Design load_store_unit, sky130hd; sources not shown.
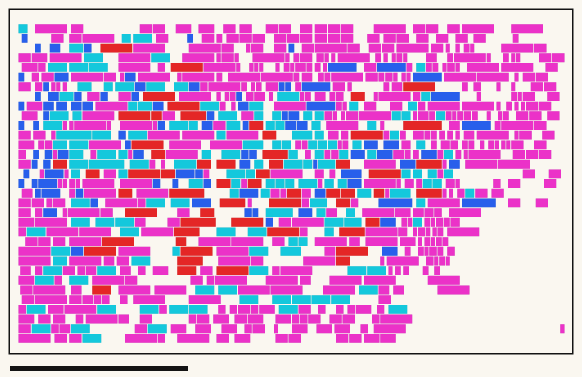
Run 1: sizing map
Bar = 50 um.
_6 and larger -> red  # cells 57, share 6.6%
_0 and _1 cells -> magenta  # cells 556, share 65%
_2 cells -> blue  # cells 93, share 11%
_3 and _4 cells -> cyan  # cells 153, share 18%
nonclk buf count: 308
area of all placed cells without fillers: 9876 um^2

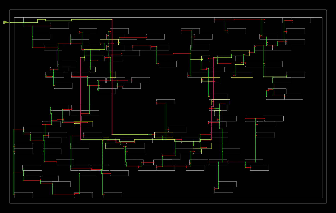
Run 1: clock routing
TritonCTS buffer count: 9
Latency at later pin: 0.36 ns

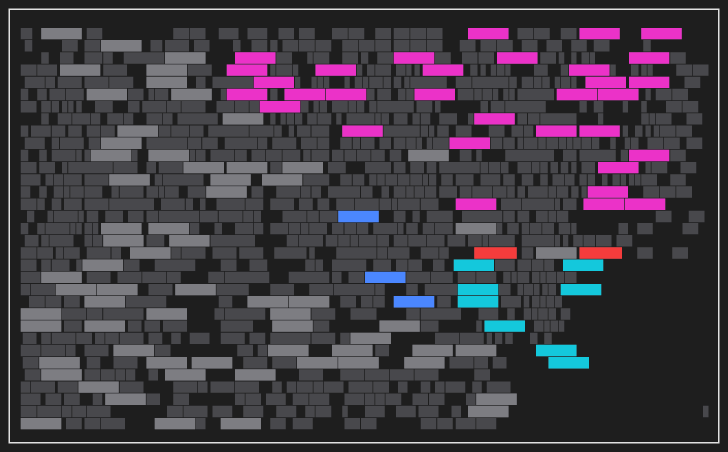
Run 1: register map, names as in the netlist
Other sequential cells in the stronger gray, the rest of the logic in the fainter gray.
state_q -> red  # sequential cells 2
op_q -> blue  # sequential cells 3
rdata -> magenta  # sequential cells 32
cnt_q -> cyan  # sequential cells 8
Sequential Power: 3090 uW
Seq. cell area: 2755 um^2
fraction of the core area covered by cells at the end of the flow: 71.61%
sequential cell area share: 27.90%

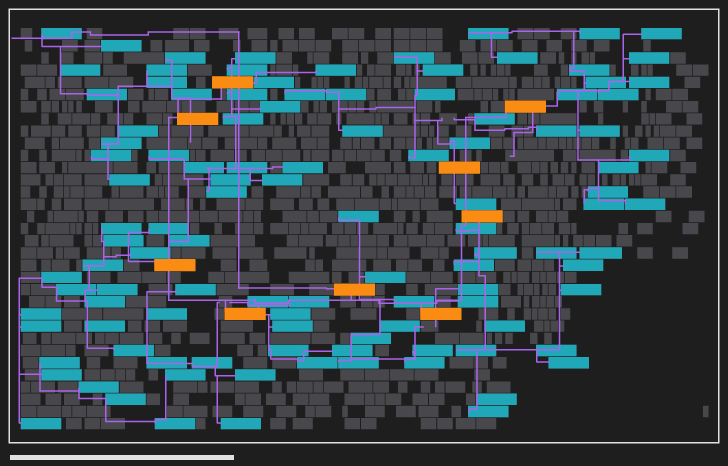
Run 1: clock wires, drivers and flops
Bar = 50 um.
clock wires -> purple  # length 1,380 um
flip-flops -> cyan  # count 110
clock drivers -> orange  # count 9
flops lie = all over the die
routed clock nets = 10
clock network fraction of total power: 10.8%
Max Clock Skew: 0.01063 ns
clock distribution power: 1390 uW

==> results.txt, run 1 <==
Physical implementation status

The synthesis run shows the most used standard cells to be 110 x dfrtp_1, 67 x nand2_1, 58 x a21oi_1. Per the final timing report, the hold violations number 0. The quantity of I/O buffers inserted on ports stands at 206. The multi-input combinational cell area stands at 3391 um^2. The clock H-tree reported by CTS has 3 levels. Once the floorplan was initialized, standard cells occupied a little over two fifths of the core. The post-synth design cell area stands at 5832 um^2. The post-synthesis async set-or-reset flop share stands at 100.0%.

The script logs the mean routed wire length per placed instance as a little over 20 um. In this run, post-CTS hold repair placed 0 buffers. The most frequently used library cell after synthesis is dfrtp_1. For this design, the slowest cell found on the critical path is dfrtp_2.

The post-synth register bit count is roughly 110. The longest incremental delay of any stage on the critical path is reported as 0.46 ns. The register-to-register path setup slack stands at -0.10 ns. The slew of the pin with the lowest slew margin stands at around 1.0 ns. Yosys mapped the design onto 49 distinct sky130hd cell types. The number of enable flip-flop cells stands at 0. The largest fanout of any net on the critical path stands at 8.

The detailed router put a total of roughly 8800 um of wire on met1. The detailed router placed 5,902 vias in this run. The total of max-cap violations stands at 0. The final worst hold slack stands at 0.2654 ns. For this run the aggregate overflow at the end of global routing stands at 0. The final tally of setup violations stands at about 94. After technology mapping, the gate count stands at between 500 and 600. The final timing report derives a shortest allowable period of 3.065 ns. Among all flip-flop cells after synthesis, the most frequent one is dfrtp_1. The clock-pin slew reported for the worst setup and hold paths after clock tree synthesis stands at around 0.07 ns.

The core box area stands at ~14,000 um^2. Setup repair after global routing could not meet its margin everywhere. The overall power consumption stands at 12,950 uW. The worst endpoint required time stands at approximately 2.2 ns. The number of fill cells stands at 963. The max-slew check reports its worst relative slack as approximately 30%. The post-layout period usage of the worst path stands at 111.4%. The area share of the leading cell type in the synthesized netlist stands at 47.20%. The number of warnings reported in the stage logs is 28. The flow ran to the end, but the final reports show violations. TritonCTS built the clock tree.

The final HPWL from detailed placement stands at ~14,000 um. Traced cell by cell, the critical path runs through nor2_4, inv_2, mux2_4, buf_4, or3_4, buf_6, buf_4, a21oi_2, buf_2. The checks that failed: setup timing. After floorplanning, the die was sized to cover approximately 15,000 um^2. Total power normalized to cell area comes to approximately 1300 nW/um^2. Relative to the synthesized area, the layout overhead comes to 69.34%. The critical path in the final layout is reported with a setup slack of -0.3148 ns. The pin count of the biggest net entering global routing stands at just over 60. The violation tally recorded at the end of detailed-routing iteration 0 is 398.
-- run 1: what timing repair did --
action                                  CTS  global route
pin swaps                                15            23
endpoints found under the setup margin  133           116
gates resized                           178           154
buffers inserted                          9            12
cloned                                    1            11
-- run 1: routing by layer --
metal  GRT usage [%]  vias to the layer above
met5               0                        -
met3           7.404                       44
li1                -                     2599
met4           7.958                        0
met1           33.22                     2899
met2           39.28                      360
-- run 1: cells in the final DEF, fill, tap and decap left out, types with 5 or more instances in the layout --
cell and count:
nand2_2 9, nand2_1 50, inv_1 5, and2_1 39, clkdlybuf4s50_1 135, clkbuf_16 19, nand2_4 8, a21oi_1 39
buf_12 8, dlygate4sd2_1 16, a32oi_1 7, a21oi_2 18, nand3_1 19, mux4_2 7, nor2_1 43, a2111oi_2 6
buf_2 25, dlymetal6s2s_1 26, dfrtp_1 108, nor3_1 10, buf_6 19, buf_4 64, mux2_2 6, nor2_2 9
o21ai_0 13, mux2_4 63, a31oi_1 12
-- run 1: layout make-up --
cell class,count,area share [%]
Antenna cell,1,0.02534
Clock buffer,9,2.281
Clock inverter,7,0.8742
Inverter,7,0.2914
Multi-Input combinational cell,418,34.33
Sequential cell,110,27.90
Tap cell,192,2.433
Timing Repair Buffer,308,31.86
-- run 1: kinds of logic after synthesis --
family,Yosys count,synth area share (%)
AND/OR/NAND/NOR,209,17.19
AND-OR/OR-AND,124,13.28
flip-flops,110,47.20
multiplexers,78,17.46
buffers and inverters,43,4.076
adder cells (fa/ha/maj),2,0.4290
XOR/XNOR,2,0.3004
other,1,0.06430
-- run 1: where the power goes --
| group | internal (uW) | total, uW | switching, uW |
|---|---|---|---|
| clock | 731 | 1390 | 663 |
| combinational | 4550 | 8460 | 3910 |
| sequential | 2420 | 3090 | 669 |
-- run 1: worst reg2reg max path, delay by kind of cell (launching register included) --
kind / cells / cell delay (ns)
buffers and inverters: 7 / 0.97
and+or+nand+nor: 3 / 0.82
DFF: 1 / 0.46
AOI/OAI and AO/OA: 1 / 0.16
muxes: 1 / 0.34
-- run 1: through the flow --
| step | area (um^2) | util (%) |
|---|---|---|
| after floorplan | 5624 | - |
| after global routing | 9873 | 71.59 |
| after global placement | 8559 | 62.07 |
| final | 9876 | 71.61 |
| after detailed placement | 8559 | 62.07 |
| after CTS | 9024 | 65.43 |
==> run 2, diff against run 1 <==
--- a/config.mk
+++ b/config.mk
@@ -7,7 +7,7 @@
 export LEC_CHECK = 0
 export ABC_CLOCK_PERIOD_IN_PS = 2750
 export CAP_MARGIN = 20
-export CORE_ASPECT_RATIO = 0.6
+export CORE_ASPECT_RATIO = 0.75
 export CORE_MARGIN = 2
 export CORE_UTILIZATION = 41
 export CTS_CLUSTER_SIZE = 25
==> results.txt, run 2 <==
Physical implementation status

The number of distinct library cells after synthesis stands at around 49. For this run, the final setup violation count is recorded as 28. Across all setup checks in the final design, the least slack found is -0.2276 ns. The remaining max-slew budget at the tightest pin stands at a little over a third.

The share of the core filled with cells in the final layout stands at between 60% and 70%. The number of H-tree levels stands at 3. The instance count of the mapped netlist stands at approximately 570. The top cell type by area accounts for 47.20% of the synthesized area. The synthesized netlist devotes 0.4291% of its cell area to adder and majority cells. The floorplan utilization stands at between 40% and 50%. Per the cell usage report, the commonest logic cells after layout are 135 x clkdlybuf4s50_1, 108 x dfrtp_1, 62 x buf_4.

The total congestion overflow stands at 0. The final worst hold slack stands at 0.1708 ns. The CTS buffer count stands at 9. The overall power consumption stands at 11,900 uW. The run finished, with violations left. The antenna diode count stands at 0. For this block, the initial DRC count from the detailed router was roughly 330. Looking at the max-slew report, the worst-margin pin has a slew of 0.9581 ns. Of the combinational cells, the family taking the most area is multiplexers. Summing the areas of all compound-gate instances in the mapped netlist gives a little over an eighth of the synthesized area.

The number of warning messages in the logs stands at 28. The clock-pin slew reported for the worst setup and hold paths after clock tree synthesis stands at about 0.08 ns. The area fraction in and, or, nand and nor cells after synthesis stands at 17.19%. Setup repair after global routing could not meet its margin everywhere. The multi-input combinational cell area stands at approximately 3200 um^2. The worst endpoint required time stands at between 2 and 2.5 ns.

The chip occupies around 15,000 um^2. The checks that failed: setup timing. The global routing report lists met2 layer usage as 43.55%.
==> run 2: cell counts after synthesis <==
Identical to the previous run, type by type.
==> run 2: area by class of cell <==
cell class | count | share of cell area [%]
timing repair buffer | 291 | 29.79
inverter | 7 | 0.2846
clock inverter | 5 | 0.4472
clock buffer | 11 | 2.629
tap | 175 | 2.372
multi-input combinational | 417 | 34.64
sequential | 110 | 29.84
==> run 2: where the power goes <==
part	total (uW)	leakage, uW	switching [uW]	internal, uW
Combinational	7540	0.00272	3660	3880
Sequential	3090	0.00131	666	2420
Clock	1280	0.000133	627	649
Total	11900	0.00416	4950	6950
==> run 2: logic make-up (layout without fill, tap and decap cells) <==
logic type,Yosys count,count (layout)
AND/OR/NAND/NOR,209,209
AND-OR/OR-AND,124,124
flip-flops,110,110
multiplexers,78,78
buffers and inverters,43,314
adder cells (fa/ha/maj),2,2
XOR/XNOR,2,2
other,1,2
==> run 2: timing repair <==
item	CTS	global route
gates resized	216	52
cloned	3	3
pin swaps	21	11
endpoints found under the setup margin	94	73
buffers inserted	13	6
==> run 2: worst max-delay path, stage by stage (launching register included) <==
cell,delay (ns)
dfrtp_2,0.45
buf_4,0.15
or4b_4,0.49
o21ai_4,0.11
buf_4,0.16
a31oi_4,0.11
buf_12,0.17
buf_6,0.12
nand2_1,0.07
a21oi_1,0.07
buf_2,0.16
==> run 2: metal layers <==
layer  part of all wire [%]  vias up
met1                     41     2823
met2                     48      247
met5                      0        -
met3                    8.5       33
li1                       -     2562
met4                    1.7        0
==> run 2: stage by stage <==
step	setup WS (ns)	area, um^2	instances	TNS (ns)
6_report	-0.2276	9233	1016	-4.394
3_3_place_gp	-0.9228	8411	976	-50.85
2_1_floorplan	-1.704	5624	534	-133.36
4_1_cts	-0.2999	8982	1008	-5.812
5_1_grt	-0.3052	9233	1016	-6.928
3_5_place_dp	-0.9667	8411	976	-52.93
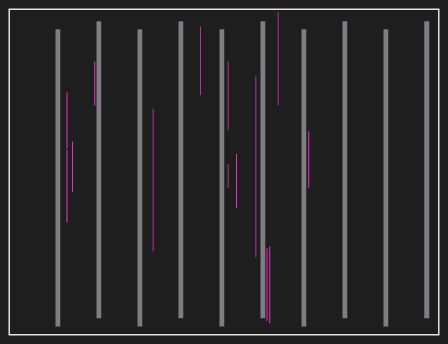
Run 2: metal 4
Supply wires on this layer in gray.
longest straight run = 59.8 um
main direction = vertical
share of all routed wire = 1.7%
wire length on this layer = 348 um
nets with wire on the layer = 13
DRT Wirelength: 20,550 um
routed vias: 5,665

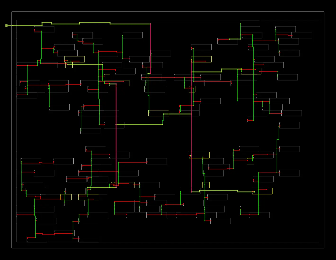
Run 2: clock routing
number of clock sinks: 110
clock distribution power: 1280 uW
Max Clock Skew: 0.01184 ns
clock buffer instance count of the final layout: 11
final sequential cell count: 110

Power and IR drop assume default switching activity.
